run_1/sizing.png
Scale: 10 px per um.
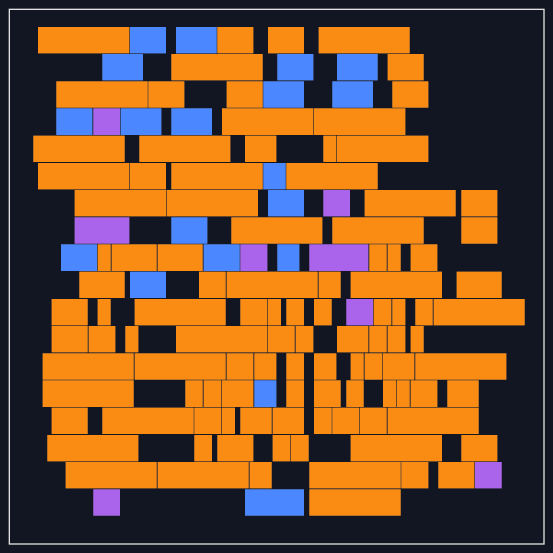
run_1/congestion_map.png
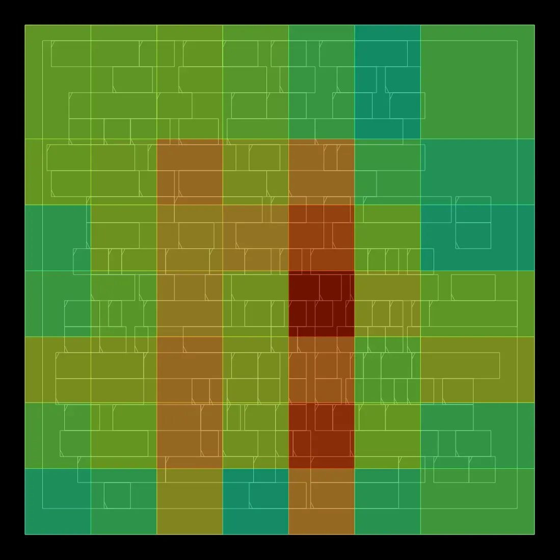
run_1/m2.png
Scale: 8 px per um.
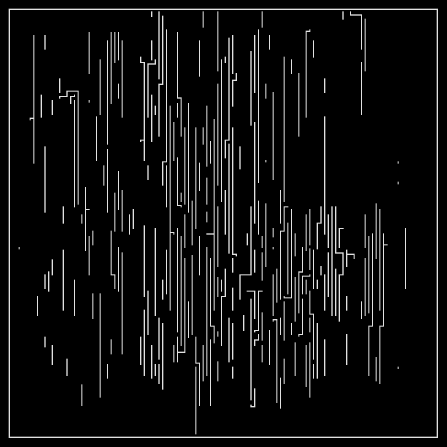
--- config.mk ---
export PLATFORM = sky130hd
export DESIGN_NAME = eth_10base_t_rx
export DESIGN_NICKNAME = d
export VERILOG_FILES = /design/src/rtl/eth_10base_t_rx.sv
export SDC_FILE = /design/constraint.sdc
export NUM_CORES = 1
export LEC_CHECK = 0
export CAP_MARGIN = 20
export CORE_MARGIN = 1.5
export CORE_UTILIZATION = 58
export CTS_CLUSTER_SIZE = 28
export DETAILED_ROUTE_END_ITERATION = 10
export PLACE_DENSITY = 0.88
export REMOVE_ABC_BUFFERS = 1
export SYNTH_ARGS = -nofsm -noshare
export SYNTH_HDL_FRONTEND = slang
export SYNTH_SLANG_ARGS = --single-unit
--- constraint.sdc ---
create_clock -name clk -period 5.2 [get_ports clk]
set_clock_uncertainty 0.1 [all_clocks]
set_input_delay 1.56 -clock clk [delete_from_list [all_inputs] [get_ports clk]]
set_output_delay 1.56 -clock clk [all_outputs]
set_load 0.05 [all_outputs]
--- src/rtl/eth_10base_t_rx.sv ---
// 10BASE-T Manchester receiver: synchronizes the line, recovers mid-bit edges and delivers bytes.
// Optional macro ETH_RX_CRC_EN adds a CRC-32 check of each frame (FCS included) into rx_err.
module eth_10base_t_rx #(
  parameter int BIT_CLKS = 10
) (
  input  logic       clk,
  input  logic       resetn,
  input  logic       rx_d,
  output logic [7:0] rx_data,
  output logic       rx_valid,
  output logic       rx_sof,
  output logic       rx_eof,
  output logic       rx_err,
  output logic       led_rx
);

  localparam int MASK_CLKS = (3 * BIT_CLKS) / 4;
  localparam int LOSS_CLKS = (3 * BIT_CLKS) / 2;
  localparam int CW        = $clog2(LOSS_CLKS + 1);
  localparam logic [CW-1:0] MASK_C = CW'(MASK_CLKS);
  localparam logic [CW-1:0] LOSS_C = CW'(LOSS_CLKS);
  localparam logic [CW-1:0] ONE_C  = CW'(1);

  typedef enum logic [1:0] {
    IDLE     = 2'd0,
    PREAMBLE = 2'd1,
    DATA     = 2'd2
  } state_t;

  state_t          state_r;
  state_t          state_s;
  logic            rx_meta_r;
  logic            rx_sync_r;
  logic            rx_prev_r;
  logic [CW-1:0]   cnt_r;
  logic [7:0]      shift_r;
  logic [2:0]      bit_cnt_r;
  logic            last_bit_r;
  logic            byte_seen_r;
  logic            edge_s;
  logic            accept_s;
  logic            loss_s;
  logic            bit_s;
  logic [7:0]      byte_s;
  logic            crc_bad_s;

`ifdef ETH_RX_CRC_EN
  logic [31:0]     crc_r;

  function automatic logic [31:0] crc32_byte(input logic [31:0] crc, input logic [7:0] data);
    logic [31:0] c;
    c = crc;
    for (int i = 0; i < 8; i++) begin
      if (c[31] ^ data[i]) begin
        c = {c[30:0], 1'b0} ^ 32'h04C1_1DB7;
      end else begin
        c = {c[30:0], 1'b0};
      end
    end
    return c;
  endfunction

  assign crc_bad_s = (crc_r != 32'hC704_DD7B);
`else
  assign crc_bad_s = 1'b0;
`endif

  // Edges inside the mask window are bit-boundary edges and are ignored.
  assign edge_s   = rx_sync_r ^ rx_prev_r;
  assign accept_s = edge_s && ((state_r == IDLE) || (cnt_r >= MASK_C));
  assign loss_s   = (state_r != IDLE) && !accept_s && (cnt_r >= LOSS_C);
  assign bit_s    = rx_sync_r;
  assign byte_s   = {bit_s, shift_r[7:1]};

  // Line synchronizer and edge-detect history.
  always_ff @(posedge clk or negedge resetn) begin
    if (!resetn) begin
      rx_meta_r <= 1'b0;
      rx_sync_r <= 1'b0;
      rx_prev_r <= 1'b0;
    end else begin
      rx_meta_r <= rx_d;
      rx_sync_r <= rx_meta_r;
      rx_prev_r <= rx_sync_r;
    end
  end

  // Cycles since the last accepted edge, saturating at the carrier-loss limit.
  always_ff @(posedge clk or negedge resetn) begin
    if (!resetn) begin
      cnt_r <= '0;
    end else if (state_s == IDLE) begin
      cnt_r <= '0;
    end else if (accept_s) begin
      cnt_r <= ONE_C;
    end else if (cnt_r < LOSS_C) begin
      cnt_r <= cnt_r + ONE_C;
    end
  end

  // State register.
  always_ff @(posedge clk or negedge resetn) begin
    if (!resetn) begin
      state_r <= IDLE;
    end else begin
      state_r <= state_s;
    end
  end

  // Next-state logic; two decoded 1s in a row mark the end of the SFD.
  always_comb begin
    state_s = state_r;
    case (state_r)
      IDLE: begin
        if (edge_s) begin
          state_s = PREAMBLE;
        end else begin
          state_s = IDLE;
        end
      end
      PREAMBLE: begin
        if (loss_s) begin
          state_s = IDLE;
        end else if (accept_s && bit_s && last_bit_r) begin
          state_s = DATA;
        end else begin
          state_s = PREAMBLE;
        end
      end
      DATA: begin
        if (loss_s) begin
          state_s = IDLE;
        end else begin
          state_s = DATA;
        end
      end
      default: state_s = IDLE;
    endcase
  end

  // Bit shifting, byte delivery and end-of-frame reporting.
  always_ff @(posedge clk or negedge resetn) begin
    if (!resetn) begin
      rx_data     <= 8'h00;
      rx_valid    <= 1'b0;
      rx_sof      <= 1'b0;
      rx_eof      <= 1'b0;
      rx_err      <= 1'b0;
      led_rx      <= 1'b0;
      shift_r     <= 8'h00;
      bit_cnt_r   <= 3'd0;
      last_bit_r  <= 1'b0;
      byte_seen_r <= 1'b0;
`ifdef ETH_RX_CRC_EN
      crc_r       <= 32'hFFFF_FFFF;
`endif
    end else begin
      rx_valid <= 1'b0;
      rx_sof   <= 1'b0;
      rx_eof   <= 1'b0;
      rx_err   <= 1'b0;
      led_rx   <= (state_s != IDLE);

      if (accept_s) begin
        last_bit_r <= bit_s;
      end else if (state_r == IDLE) begin
        last_bit_r <= 1'b0;
      end

      if ((state_r == PREAMBLE) && (state_s == DATA)) begin
        shift_r     <= 8'h00;
        bit_cnt_r   <= 3'd0;
        byte_seen_r <= 1'b0;
`ifdef ETH_RX_CRC_EN
        crc_r       <= 32'hFFFF_FFFF;
`endif
      end else if ((state_r == DATA) && accept_s) begin
        shift_r   <= byte_s;
        bit_cnt_r <= bit_cnt_r + 3'd1;
        if (bit_cnt_r == 3'd7) begin
          rx_data     <= byte_s;
          rx_valid    <= 1'b1;
          rx_sof      <= !byte_seen_r;
          byte_seen_r <= 1'b1;
`ifdef ETH_RX_CRC_EN
          crc_r       <= crc32_byte(crc_r, byte_s);
`endif
        end
      end else if ((state_r == DATA) && loss_s) begin
        // A frame that never completed a byte ends silently.
        rx_eof <= byte_seen_r;
        rx_err <= byte_seen_r && ((bit_cnt_r != 3'd0) || crc_bad_s);
      end
    end
  end

endmodule

==> results_slide.txt, run 1 <==
Synthesis and Place & Route Summary

Detailed routing
  – Antenna-violating nets left: 0
  – Post-route DRC: 0
  – DRT Pass-1 Iters: 4
  – Met2 wire len: 1330 um
  – Initial drt markers: 24
  – Routed via count: 995

Power and ir drop
  – Pleak: 0.000726 uW
  – Comb pwr share: 0.253
  – Switch Pwr: 211 uW
  – Seq. pwr: 335 uW
  – Total chip power: 620 uW
  – Maximum VDD drop: 0.000287 V
  – Pwr top: registers
  – PwrDens: 371 nW/um2
  – Sw Share: 0.341
  – Clk pwr share: 0.206

Setup path
  – Worst path required time: 3540 ps
  – Setup crit start kind: flop
  – Crit Path Max Fanout: 3
  – WP buf/inv: 1
  – CP cell instances: clkdlybuf4s50_1
  – Slowest stage cell on the critical path: clkdlybuf4s50_1
  – Crit Path Category: flop to output pin
  – Critical path's largest stage delay: 810 ps
  – Cell family with most CP delay: buffers and inverters

Timing
  – Tightest Pin Transition: 973 ps
  – Setup violators final: 0
  – Max-slew headroom: 0.351
  – Setup_tns: 0 ps
  – Max Fclk: 0.314 GHz
  – Final hold violation count: 0
  – Min Clock Period, post-route: 3180 ps
  – RSZ-0062 raised after global routing: no
  – Hold slack: 255 ps

Global route
  – First-pass GRT wire length: 4210 um
  – Vias in the first global route: 914
  – Largest net degree at the start of global routing: 35
  – Initial antenna violation count: 0

Synth
  – Yosys cell types: 36
  – Post-synthesis cell area: 1470 um2
  – # Cells Yosys: 116
  – Seq/Total Area, Yosys: 0.579
  – Top cells by area: dfrtp_1, a22o_2, mux2_2, ha_1, o21ai_0
  – Dominant flop cell: dfrtp_1
  – Yosys top cell by area: dfrtp_1
  – Main logic family after synthesis: AND-OR/OR-AND gates
  – Area fraction in mux cells: 0.0639
  – Synth top cells by count: dfrtp_1, o21ai_0, a22o_2, mux2_2, a21oi_1
  – Post-synth ARST share: 1.00
  – Simple share: 0.0801
  – Ao+oa area frac: 0.180
  – Yosys adder share: 0.0341
  – Synth Warn #: 0

CTS
  – Hold-fix buffers, CTS: 0
  – Postcts setup bufs: 0
  – CTS tree: yes
  – Clock Path Buffers: 2
  – H-tree Lvls: 2
  – Clock latency on the worst-skew pair: 330 ps
  – Clock tree root buffer cell: clkbuf_4
  – Post_cts resized: 0

Final layout
  – Finished Layout Cells: 163
  – Max reg flops: 8
  – Final core occ: 0.687
  – N_diodes: 0
  – Fillers: 190
  – Most frequent cells in the layout: dfrtp_1, clkdlybuf4s50_1, o21ai_0

Place
  – Placed insts: 156
  – Dpl ws: 2370 ps
  – Placed inst area: 1630 um2

Floorplan
  – FP Core Util: 0.604
  – Row cnt: 18

Status
  – Status: finished, final reports clean

Min path
  – Hold Path Class: flop to flop
About sizing.png:
- x3 and x4: purple (cells 8)
- x2: blue (cells 19)
- x1 and smaller: orange (cells 106)
post-route cell area: 1670 um2
final worst slack: 2020 ps
Area growth syn-to-layout: 13.7%

About congestion_map.png:
Tot GR Track Use: 0.215
met1 Use GR: 0.277
GR Layer Usage met3: 0.0508
met2 Usage GRT: 0.331
gr busiest metal: met2

About m2.png:
- nets with wire on the layer: 126
- share of all routed wire: 51%
- wire length on this layer: 1330 um
- longest straight run: 25.5 um
- main direction: vertical

==> run 1: cell type report <==
| cell class | instances | share of cell area |
|---|---|---|
| multi-input combinational | 73 | 0.340 |
| clock buffer | 7 | 0.0270 |
| timing repair buffer | 16 | 0.0944 |
| tap | 30 | 0.0225 |
| sequential | 34 | 0.509 |
| inverter | 3 | 0.00674 |
==> run 1: final timing paths <==
| kind | from | end | slack, ps | cells after the start |
|---|---|---|---|---|
| min | rx_meta_r | bit_s | 250 | 0 |
| max in group asynchronous | resetn | shift_r[7] | 3190 | 2 |
| max | rx_data[7] | rx_data[7] | 2020 | 1 |
| min reg2reg | rx_meta_r | bit_s | 250 | 0 |
| max reg2reg | cnt_r[0] | bit_cnt_r[0] | 2930 | 4 |
| min in group asynchronous | resetn | cnt_r[0] | 1520 | 2 |
run_1/ff_map.png
Scale: 8 px per um. Other sequential cells in the stronger grey, the rest of the logic in the fainter grey.
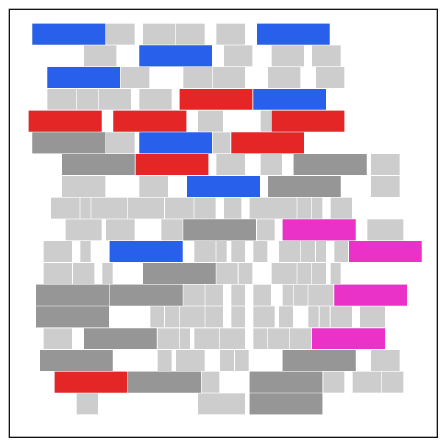

==> run 1 -> run 2 <==
- CORE_UTILIZATION: 58 -> 49
- PLACE_DENSITY: 0.88 -> 0.8
- clock period: 5.2 -> 2.9 ns (I/O delays scaled with it)
run_2/ff_map.png
Scale: 6 px per um. Other sequential cells in the stronger grey, the rest of the logic in the fainter grey.
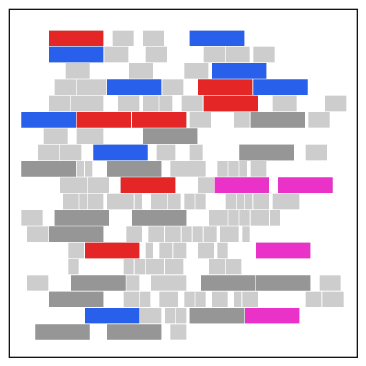
- cnt_r: magenta (flops 4)
- shift_r: red (flops 7)
- rx_data: blue (flops 8)

==> run 2 against run 1 <==
The flow now finishes with violations (DRC); non-clock buffer count is 1 higher; synthesized area stayed put; design area is 1.6% higher; die size is 17% higher; core utilization is 8.1 points lower; register-to-register slack worse by 2000 ps; sequential power is 79% higher; power is 87% higher; count of clock-buffer cells in the layout is 1 lower; worst hold slack better by 11 ps; via count is 5.5% lower; synthesized cell count stayed put; critical path type unchanged; highest routed layer unchanged.
==> results_slide.txt, run 2 <==
Synthesis and Place & Route Summary

Final layout
  – Area growth syn-to-layout: 15.6%
  – Post-route cell area: 1700 um2
  – Finished Layout Cells: 166
  – Fillers: 223

Timing
  – Min Clock Period, post-route: 2480 ps
  – Hold slack: 265 ps
  – Max Fclk: 0.404 GHz
  – Setup_tns: 0 ps
  – Max-slew headroom: 0.635
  – Final worst slack: 424 ps
  – RSZ-0062 raised after global routing: no

Synth
  – Simple share: 0.0801
  – # Cells Yosys: 116
  – Post-synthesis cell area: 1470 um2
  – Yosys adder share: 0.0341
  – Post-synth ARST share: 1.00
  – Area fraction in mux cells: 0.0639
  – Top cells by area: dfrtp_1, a22o_2, mux2_2, ha_1, o21ai_0
  – Synth Warn #: 0
  – Main logic family after synthesis: AND-OR/OR-AND gates
  – Yosys cell types: 36
  – Dominant flop cell: dfrtp_1
  – Ao+oa area frac: 0.180

Setup path
  – RR Startpoint: cnt_r[0]
  – Worst path required time: 1930 ps
  – Critical path depth in cells: 1
  – Crit Path Max Fanout: 3
  – Slowest stage cell on the critical path: clkdlybuf4s50_1
  – WP buf/inv: 1
  – Setup slack, reg-to-reg: 950 ps
  – Worst Setup EP: rx_data[7]
  – Cell family with most CP delay: buffers and inverters
  – Critical path's largest stage delay: 810 ps
  – CP cell instances: clkdlybuf4s50_1

Status
  – Status: complete, but fails checks
  – Failing checks: DRC

Place
  – Dpl ws: 785 ps
  – Placed insts: 158

Global route
  – Initial antenna violation count: 0
  – Met1 Use GR: 0.218
  – Vias in the first global route: 917
  – Largest net degree at the start of global routing: 35

Detailed routing
  – Antenna-violating nets left: 0
  – DRT Pass-1 Iters: 7
  – Initial drt markers: 14
  – Post-route DRC: 4

Floorplan
  – FP Core Util: 0.524
  – Row cnt: 19

CTS
  – Clock Path Buffers: 2
  – Clock latency on the worst-skew pair: 340 ps
  – H-tree Lvls: 2
  – Post_cts resized: 0
  – Clock tree root buffer cell: clkbuf_4
  – Hold-fix buffers, CTS: 0

Power and ir drop
  – Pleak: 0.000739 uW
  – Maximum VDD drop: 0.000333 V
  – Total chip power: 1160 uW
  – PwrDens: 684 nW/um2

Min path
  – Hold Path Origin: rx_meta_r
  – Hold Path Class: flop to flop
  – Worst hold endpoint: bit_s
  – Hold path cells: 0
run_2/congestion_map.png
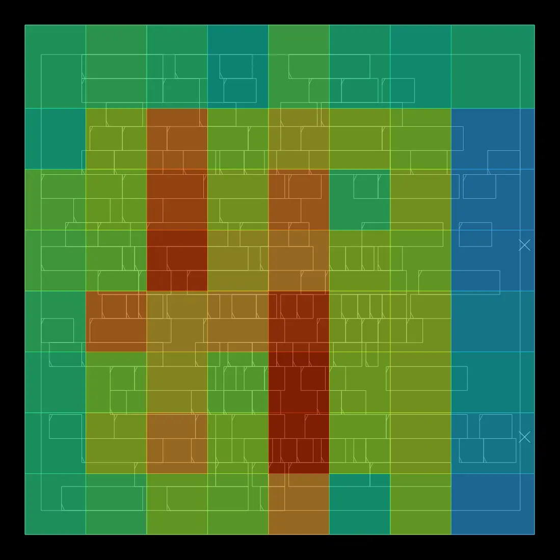
final core occ: 0.605
GR Layer Usage met3: 0.0469
Tot GR Track Use: 0.171
met2 Usage GRT: 0.268

run 2: cell counts after synthesis:
No cell type changed its count.
run 2: layout make-up:
type / instances / area (um2) / area share
multi-input cells: 73 / 568 / 0.335
well taps: 31 / 38.8 / 0.0228
flip-flops and latches: 34 / 851 / 0.501
repair buffers: 17 / 165 / 0.0973
inverters: 3 / 11.3 / 0.00663
clock inverters: 2 / 12.5 / 0.00737
clock buffers: 6 / 51.3 / 0.0302
run 2: power breakdown:
part	internal (uW)	leakage (uW)	total, uW	switching, uW
sequential	529	0.000444	598	68.7
combinational	121	0.000261	287	166
clock	116	0.0000343	276	160
total	767	0.000739	1160	394
run 2: layer usage:
metal  vias up  wire length (um)
met1       455              1200
met3         5               102
met5         -                 0
met4         0                48
met2        21              1140
li1        459                 -
==> run 2 -> run 3 <==
- HOLD_SLACK_MARGIN: unset -> 0.12
run_3/congestion_map.png
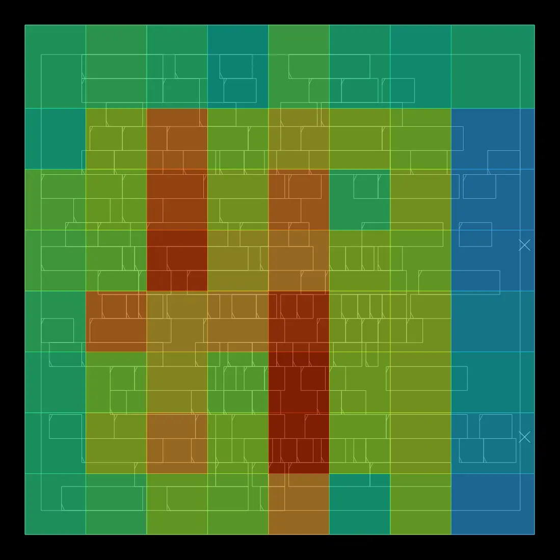
met1 Use GR: 0.218
WL per Instance: 15.0 um

run_3/closeup.png
Region (16, 16) to (41, 41) um. Cells in grey, sequential cells in the stronger grey; small squares are vias.
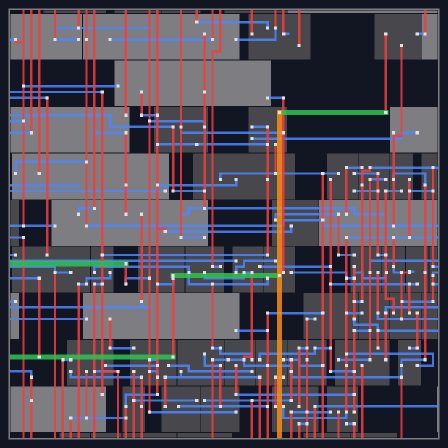
- M1: blue
- M3: green
- M2: red
- M4: orange
- sequential cells in the window: 8
- most frequent: dfrtp_1 (8), o21ai_0 (4)
- cells with their middle in the window: 42
- netlist names of flops here include: shift_r (3)

==> run 3 against run 2 <==
The run still ends with DRC left; non-clock buffer count did not move; sequential share of layout area did not move; die size did not move; power did not move; fmax did not move; largest power group unchanged; highest routed layer unchanged.
==> results_slide.txt, run 3 <==
Synthesis and Place & Route Summary

CTS
  – Clock Path Buffers: 2
  – Postcts setup bufs: 0
  – Clock tree root buffer cell: clkbuf_4
  – Hold-fix buffers, CTS: 0

Power and ir drop
  – Switch Pwr: 394 uW
  – Total chip power: 1160 uW
  – PwrDens: 684 nW/um2
  – P_clk: 276 uW
  – Seq pwr share: 0.515
  – Comb power: 287 uW
  – Pwr top: registers
  – Maximum VDD drop: 0.000333 V
  – Seq. pwr: 598 uW
  – Cell Int Power: 767 uW

Synth
  – Post-synthesis cell area: 1470 um2
  – # Cells Yosys: 116
  – Yosys top cell by area: dfrtp_1
  – Area fraction in mux cells: 0.0639
  – Main logic family after synthesis: AND-OR/OR-AND gates
  – Ao+oa area frac: 0.180
  – Post-synth ARST share: 1.00
  – Top cells by area: dfrtp_1, a22o_2, mux2_2, ha_1, o21ai_0
  – Dominant flop cell: dfrtp_1
  – Yosys cell types: 36

Setup path
  – Slowest stage cell on the critical path: clkdlybuf4s50_1
  – Setup slack, reg-to-reg: 950 ps
  – RR Endpoint: rx_data[5]
  – Worst Setup EP: rx_data[7]
  – Setup crit start kind: flop
  – Critical path's largest stage delay: 810 ps
  – Critical path depth in cells: 1
  – Crit Path Max Fanout: 3
  – Reg2reg path depth: 5

Final layout
  – Nonclk buf count: 17
  – Comb area share: 0.335
  – Final core occ: 0.605
  – Largest cell class: flip-flops and latches
  – Final non-clock buffer share: 0.0973
  – Fillers: 223
  – CLK BUF: 6

Min path
  – Hold path cells: 0
  – Hold Path Origin: rx_meta_r
  – Hold Path Class: flop to flop
  – Worst hold endpoint: bit_s

Floorplan
  – Row cnt: 19
  – Tapcell count: 31

Detailed routing
  – Post-route DRC: 4
  – Initial drt markers: 14
  – Routed via count: 940

Global route
  – Tot GR Track Use: 0.171
  – Largest net degree at the start of global routing: 35
  – First-pass GRT wire length: 4190 um

Timing
  – Max-slew headroom: 0.635
  – Final hold violation count: 0
  – Min Clock Period, post-route: 2480 ps
  – RSZ-0062 raised after global routing: no
  – Hold slack: 265 ps
  – Setup violators final: 0
  – Tightest Pin Transition: 544 ps

Status
  – Failing checks: DRC
  – Status: complete, but fails checks
## run 3: cell counts after synthesis
No cell type changed its count.
## run 3: layer usage
metal | vias to the layer above | part of all wire | GRT usage
met2 | 21 | 0.46 | 0.268
met1 | 455 | 0.48 | 0.218
li1 | 459 | - | -
met4 | 0 | 0.019 | 0.0897
met5 | - | 0 | 0
met3 | 5 | 0.041 | 0.0469
## run 3: through the flow
stage | setup WS [ps] | instance area [um2] | instances
after floorplan | 1000 | 1430 | 110
after global placement | 790 | 1630 | 158
after detailed placement | 785 | 1630 | 158
after CTS | 405 | 1700 | 166
after global routing | 370 | 1700 | 166
final | 424 | 1700 | 166
Power is estimated from default activity; no workload was simulated.
